`src/rtl/dds_phase_core.sv`:
```
// DDS phase core: step re-timing filter, 32-bit phase accumulator and quarter-wave ROM addressing.
// Build macro DDS_PHASE_OFFSET_EN adds the phase_offset port (default build: no offset).
module dds_phase_core #(
  parameter int ADDR_W = 10,
  parameter int DATA_W = 12
) (
  input  logic              clk,
  input  logic              reset,
  input  logic              en,
  input  logic [31:0]       step,
  output logic [ADDR_W-1:0] rom_addr,
  input  logic [DATA_W-1:0] rom_data,
  output logic [DATA_W:0]   dac_out,
  output logic              wrap,
  output logic              ftw_update
`ifdef DDS_PHASE_OFFSET_EN
  ,
  input  logic [15:0]       phase_offset
`endif
);

  localparam logic [31:0]     FTW_RST = 32'd171798691;
  localparam logic [DATA_W:0] MID     = {1'b1, {DATA_W{1'b0}}};
  localparam int              PW      = ADDR_W + 2;

  logic [31:0] p_off;

`ifdef DDS_PHASE_OFFSET_EN
  assign p_off = {phase_offset, 16'h0};
`else
  assign p_off = '0;
`endif

  logic [31:0]       s1_q, s1_d;
  logic [31:0]       s2_q, s2_d;
  logic [31:0]       ftw_q, ftw_d;
  logic              ftw_update_q, ftw_update_d;
  logic [31:0]       acc_q, acc_d;
  logic              wrap_p0_q, wrap_p0_d;
  logic [ADDR_W-1:0] rom_addr_q, rom_addr_d;
  logic              neg1_q, neg1_d;
  logic              wrap1_q, wrap1_d;
  logic              neg2_q, neg2_d;
  logic              wrap2_q, wrap2_d;
  logic [DATA_W:0]   dac_out_q, dac_out_d;
  logic              wrap_q, wrap_d;

  logic [32:0]       sum;
  logic [PW-1:0]     p_top;
  logic [1:0]        quad;
  logic [ADDR_W-1:0] idx;

  always_comb begin
    // a word must be seen on two consecutive samples before it is adopted
    s1_d         = step;
    s2_d         = s1_q;
    ftw_d        = ftw_q;
    ftw_update_d = 1'b0;
    if (s1_q == s2_q && s2_q != ftw_q) begin
      ftw_d        = s2_q;
      ftw_update_d = 1'b1;
    end

    sum       = {1'b0, acc_q} + {1'b0, ftw_q};
    acc_d     = acc_q;
    wrap_p0_d = 1'b0;
    if (en) begin
      acc_d     = sum[31:0];
      wrap_p0_d = sum[32];
    end

    p_top      = PW'((acc_q + p_off) >> (30 - ADDR_W));
    quad       = p_top[PW-1:ADDR_W];
    idx        = p_top[ADDR_W-1:0];
    rom_addr_d = quad[0] ? ~idx : idx;
    neg1_d     = quad[1];
    wrap1_d    = wrap_p0_q;

    neg2_d  = neg1_q;
    wrap2_d = wrap1_q;

    dac_out_d = neg2_q ? MID - {1'b0, rom_data}
                       : MID + {1'b0, rom_data};
    wrap_d    = wrap2_q;
  end

  always_ff @(posedge clk) begin
    if (reset) begin
      s1_q         <= FTW_RST;
      s2_q         <= FTW_RST;
      ftw_q        <= FTW_RST;
      ftw_update_q <= 1'b0;
      acc_q        <= '0;
      wrap_p0_q    <= 1'b0;
      rom_addr_q   <= '0;
      neg1_q       <= 1'b0;
      wrap1_q      <= 1'b0;
      neg2_q       <= 1'b0;
      wrap2_q      <= 1'b0;
      dac_out_q    <= MID;
      wrap_q       <= 1'b0;
    end else begin
      s1_q         <= s1_d;
      s2_q         <= s2_d;
      ftw_q        <= ftw_d;
      ftw_update_q <= ftw_update_d;
      acc_q        <= acc_d;
      wrap_p0_q    <= wrap_p0_d;
      rom_addr_q   <= rom_addr_d;
      neg1_q       <= neg1_d;
      wrap1_q      <= wrap1_d;
      neg2_q       <= neg2_d;
      wrap2_q      <= wrap2_d;
      dac_out_q    <= dac_out_d;
      wrap_q       <= wrap_d;
    end
  end

  assign rom_addr   = rom_addr_q;
  assign dac_out    = dac_out_q;
  assign wrap       = wrap_q;
  assign ftw_update = ftw_update_q;

endmodule

```
`config.mk`:
```
export PLATFORM = sky130hd
export DESIGN_NAME = dds_phase_core
export DESIGN_NICKNAME = d
export VERILOG_FILES = /design/src/rtl/dds_phase_core.sv
export SDC_FILE = /design/constraint.sdc
export NUM_CORES = 1
export LEC_CHECK = 0
export CORE_MARGIN = 4
export CORE_UTILIZATION = 62
export DETAILED_ROUTE_END_ITERATION = 7
export PLACE_DENSITY_LB_ADDON = 0.2
export SKIP_LAST_GASP = 1
export SLEW_MARGIN = 20
export SYNTH_ARGS = -nofsm -noshare
export SYNTH_HDL_FRONTEND = slang
export SYNTH_SLANG_ARGS = --single-unit
```
`constraint.sdc`:
```
create_clock -name clk -period 7.5 [get_ports clk]
set_clock_uncertainty 0.05 [all_clocks]
set_input_delay 2.25 -clock clk [delete_from_list [all_inputs] [get_ports clk]]
set_output_delay 2.25 -clock clk [all_outputs]
set_load 0.02 [all_outputs]
```
==> impl_metrics.py <==
# Synthesis and PnR figures
metrics = {
    "power_and_ir_drop": {
        "p_leak_nw": 3.50,
        "combPwrFrac_pct": 14.5,
        "ir_drop_mv": 0.230,
        "power_frac_clock_pct": 41.1,
        "switchingPower_mw": 0.549,
        "power.internal_mw": 1.51,
        "p_sw_share_pct": 26.7,
        "seqPwrFrac_pct": 44.4,
        "powerDensity_nw_per_um2": 233,
    },
    "clock_tree": {
        "clock_latency_ps": 430,
        "cts_buffer_depth": 2,
        "clkTransAtPathRegs_ps": 60,
        "cts_max_level": 4,
        "post_cts_buffers": 0,
        "clock-sinks": 158,
        "cts_buffers": 17,
        "cts_resized": 0,
    },
    "global_route": {
        "grt_pass1_wl_um": 26900,
        "grt_pass1_vias": 5513,
        "antenna_found_initial": 0,
        "grt_max_degree": 95,
    },
    "yosys": {
        "yosysWarningCount": 0,
        "yosys-top-cells-area": "dfxtp_1 (42%), xnor2_1 (7.1%), mux2i_1 (6.8%)",
        "synth_cells": 782,
        "synth_cell_types": 62,
        "synth_nets": 863,
        "ys_ff": 158,
        "async_reset_ff_share_pct": 0,
        "synth_seq_share_pct": 42.3,
        "yosys_cells": 782,
        "edf_count": 0,
        "yosysTopAreaCellShare_pct": 42.3,
        "syn_area_sq_um": 7470,
        "synth.avg_cell_area_sq_um": 9.56,
        "synthFlopType": "dfxtp_1",
        "yosys_area_sq_um": 7470,
    },
    "drt": {
        "ant_nets": 0,
        "via_per_inst": 5.72,
        "dr.pass1.iters": 5,
        "drt_iter0_markers": 365,
    },
    "worst_setup_path": {
        "reg2reg_slack_ps": 4530,
        "crit_path_max_fanout": 3,
        "path_cells": "clkdlybuf4s50_1, inv_1, ha_1, nand2_1, or4_1, o41ai_1, xor2_1, nor2_1",
        "rr_worst_depth": 9,
        "path_delay_family": "simple AND/OR/NAND/NOR gates",
        "cp_num_cells": 8,
        "cp-start-kind": "input pin",
        "worstSetupEndpointType": "register",
        "r2r_start": "ftw_q[3]",
        "crit_arrival_ps": 4090,
        "critPathMaxStageDelay_ps": 470,
        "cp_slowest_cell": "or4_1",
        "required_ps": 7750,
        "rr_endpoint": "acc_q[31]",
    },
    "sta": {
        "setup-violations-final": 0,
        "fmax_mhz": 260,
        "drv_slew": 0,
        "timing.final.hold_violations": 0,
        "relSlewSlack_pct": 31.1,
        "tightest_slew_ps": 1030,
        "fin_crit_sh_pct": 51.3,
        "rsz0062_at_grt": "no",
        "period_needed_ps": 3850,
    },
    "die": {
        "die_width_um": 118,
        "die-area_sq_um": 13900,
        "die_h_um": 118,
    },
    "placement": {
        "gp_congestion": 0.880,
        "io_buffer_count": 71,
        "hpwl_um": 12000,
    },
    "cells_and_area": {
        "final_layout_top_logic_cells": "dfxtp_1 (158), nor2_1 (74), clkdlybuf4s50_1 (69)",
        "nets": 923,
        "fillers": 793,
        "drive_gt1_share_pct": 9.01,
        "num_antenna_cells": 0,
        "area_growth_pct": 18.2,
        "lay_top_count": "dfxtp_1",
    },
    "min_path": {
        "hold_path.startpoint": "wrap2_q",
        "holdPathStages": 1,
        "hold_path_end": "wrap",
        "hp-class": "register to register",
    },
    "status": {
        "outcome": "completed",
    },
    "job": {
        "warning_count": 26,
    },
}
[cells in the mapped netlist (4+ instances only)]
| cell type | n |
|---|---|
| nand3_1 | 10 |
| a211oi_1 | 7 |
| o21a_1 | 6 |
| nor2_1 | 74 |
| xor2_1 | 46 |
| a21oi_1 | 34 |
| o211ai_1 | 5 |
| buf_1 | 4 |
| inv_1 | 18 |
| dfxtp_1 | 158 |
| nand2_1 | 41 |
| or2_2 | 29 |
| o21ai_0 | 16 |
| xnor2_1 | 61 |
| nor4_1 | 11 |
| ha_1 | 33 |
| nand4_1 | 19 |
| o22ai_1 | 6 |
| a21o_1 | 10 |
| nand2b_1 | 6 |
| mux2i_1 | 51 |
| and2_1 | 4 |
| nor2b_1 | 46 |
| buf_2 | 4 |
| clkbuf_1 | 24 |
[worst register-to-register path, stage by stage (launching register included)]
cell and delay (ps):
dfxtp_1 430, ha_1 310, and2_1 210, a221oi_2 340, a21oi_1 180, o311ai_1 370
nand2_2 150, a311oi_4 450, mux2i_1 240, o22ai_1 100
[per-layer routing]
metal  vias to the layer above  global-route usage [%]  part of all wire [%]
met5                         -                       0                     0
li1                       2831                       -                     -
met4                         0                    9.01                   2.1
met3                        28                    5.57                   4.6
met1                      2683                    30.1                    45
met2                       165                    40.5                    48
[stage by stage]
step | instances | total power [mW] | setup WS (ps) | area, sq um | hold WS (ps)
detailed placement | 966 | 1.23 | 3220 | 8250 | 379
global placement | 966 | 1.22 | 3320 | 8250 | 371
CTS | 998 | 2.06 | 3660 | 8830 | 394
finish | 998 | 2.06 | 3650 | 8830 | 392
global route | 998 | 2.14 | 3530 | 8830 | 415
floorplan | 782 | 1.14 | 3850 | 7470 | 364
[final cells by class]
class | instances | area (sq um) | area share, %
Clock buffer | 20 | 457 | 5.17
Clock inverter | 12 | 121 | 1.37
Inverter | 18 | 67.6 | 0.765
Multi-Input combinational cell | 574 | 4130 | 46.7
Sequential cell | 158 | 3160 | 35.8
Tap cell | 143 | 179 | 2.03
Timing Repair Buffer | 73 | 718 | 8.13
[power by group through the flow]
stage                     logic [mW]  registers (mW)  clock network (mW)
after floorplan                0.203           0.933                   0
after global placement         0.288           0.930                   0
after detailed placement       0.294           0.932                   0
after CTS                      0.297           0.914               0.853
after global routing           0.327           0.918               0.891
final                          0.297           0.914               0.846
[state kept, by name, summed over array words and instances (netlist names), 10 cells and up]
name and flops:
dac_out 13, s2_q 32, ftw_q 32, s1_q 32, rom_addr 10, acc_q 32
[logic make-up (layout without fill, tap and decap cells)]
kind of cell    count (synthesis)  in the layout  synth area share, %
simple gates                  259            259                 18.1
flops                         158            158                 42.3
compound gates                122            122                 11.7
xor+xnor                      107            107                 12.5
mux                            52             52                 6.98
buf+inv                        50            123                 2.58
fa+ha+maj                      34             34                 5.79
[worst max path at each step]
stage                      from           to  slack [ps]
finish              rom_data[0]  dac_out[10]        3650
global route        rom_data[0]  dac_out[10]        3530
CTS                 rom_data[0]  dac_out[10]        3660
detailed placement  rom_data[0]  dac_out[10]        3220
global placement    rom_data[0]  dac_out[10]        3320
floorplan           rom_data[0]  dac_out[10]        3850
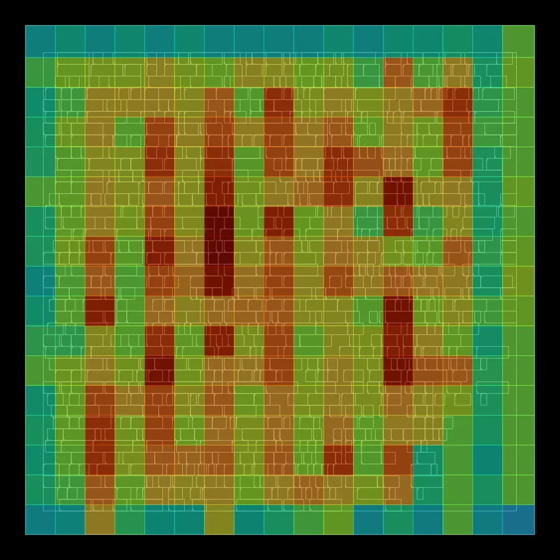
Figure 1: congestion heat map.
Total GRT Usage: 24.1%
WL per Instance: 16.5 um
routing usage on met3: 5.57%
routing usage on met2: 40.5%
met1 usage: 30.1%

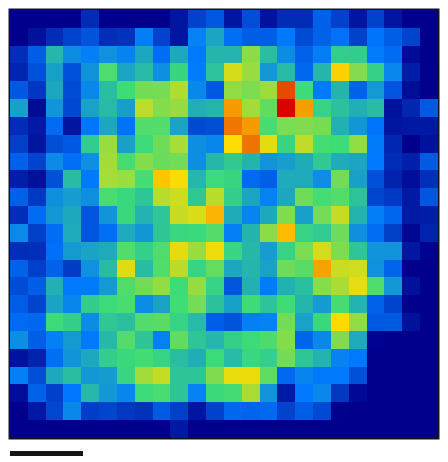
Figure 2: routed metal per tile.
Bar = 20 um. 24 x 24 tiles, from dark blue (low) to red (high), scaled to the fullest tile. Values are wire area over tile area, all layers added.
fullest tile	0.60
tiles over half the peak	21%
nearly empty tiles	12%
densest ninth of the die	middle
via count: 5707
Routed WL: 16500 um

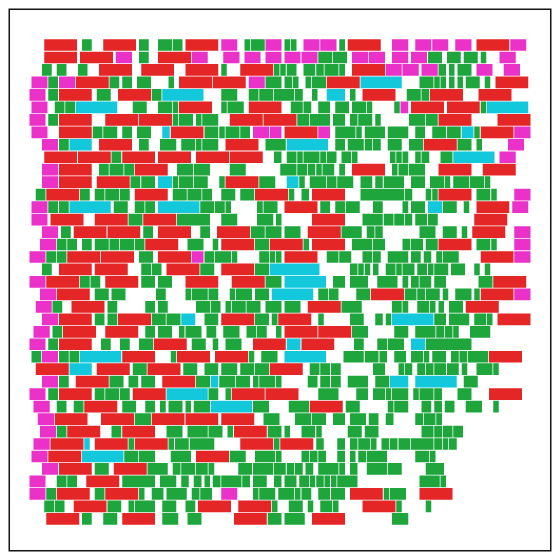
Figure 3: placed cells, one color a class.
color	class	cells	share of their area
magenta	remaining buffers and delay cells	73	8.3%
red	sequential cells	158	37%
cyan	clock drivers and dummy loads	32	6.7%
green	remaining logic cells	592	48%
Row Count: 39
fin util: 76.1%
Floorplan Core Area: 11600 sq um

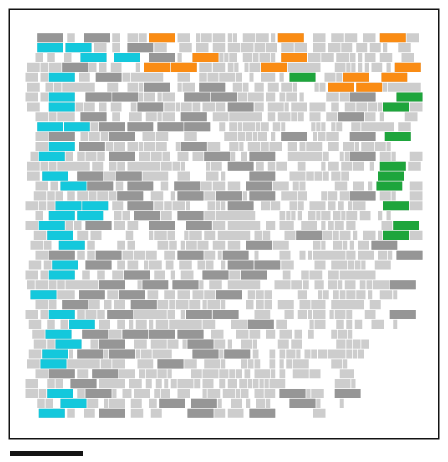
Figure 4: sequential cells grouped by signal name.
Bar = 20 um. Other sequential cells in the stronger gray, the rest of the logic in the fainter gray.
color	signal	sequential cells
orange	dac_out	13
green	rom_addr	10
cyan	s1_q	32
not colored	103
Register Area: 3160 sq um
seq pwr: 0.914 mW
Seq area share: 35.8%

Power is estimated from default activity; no workload was simulated.
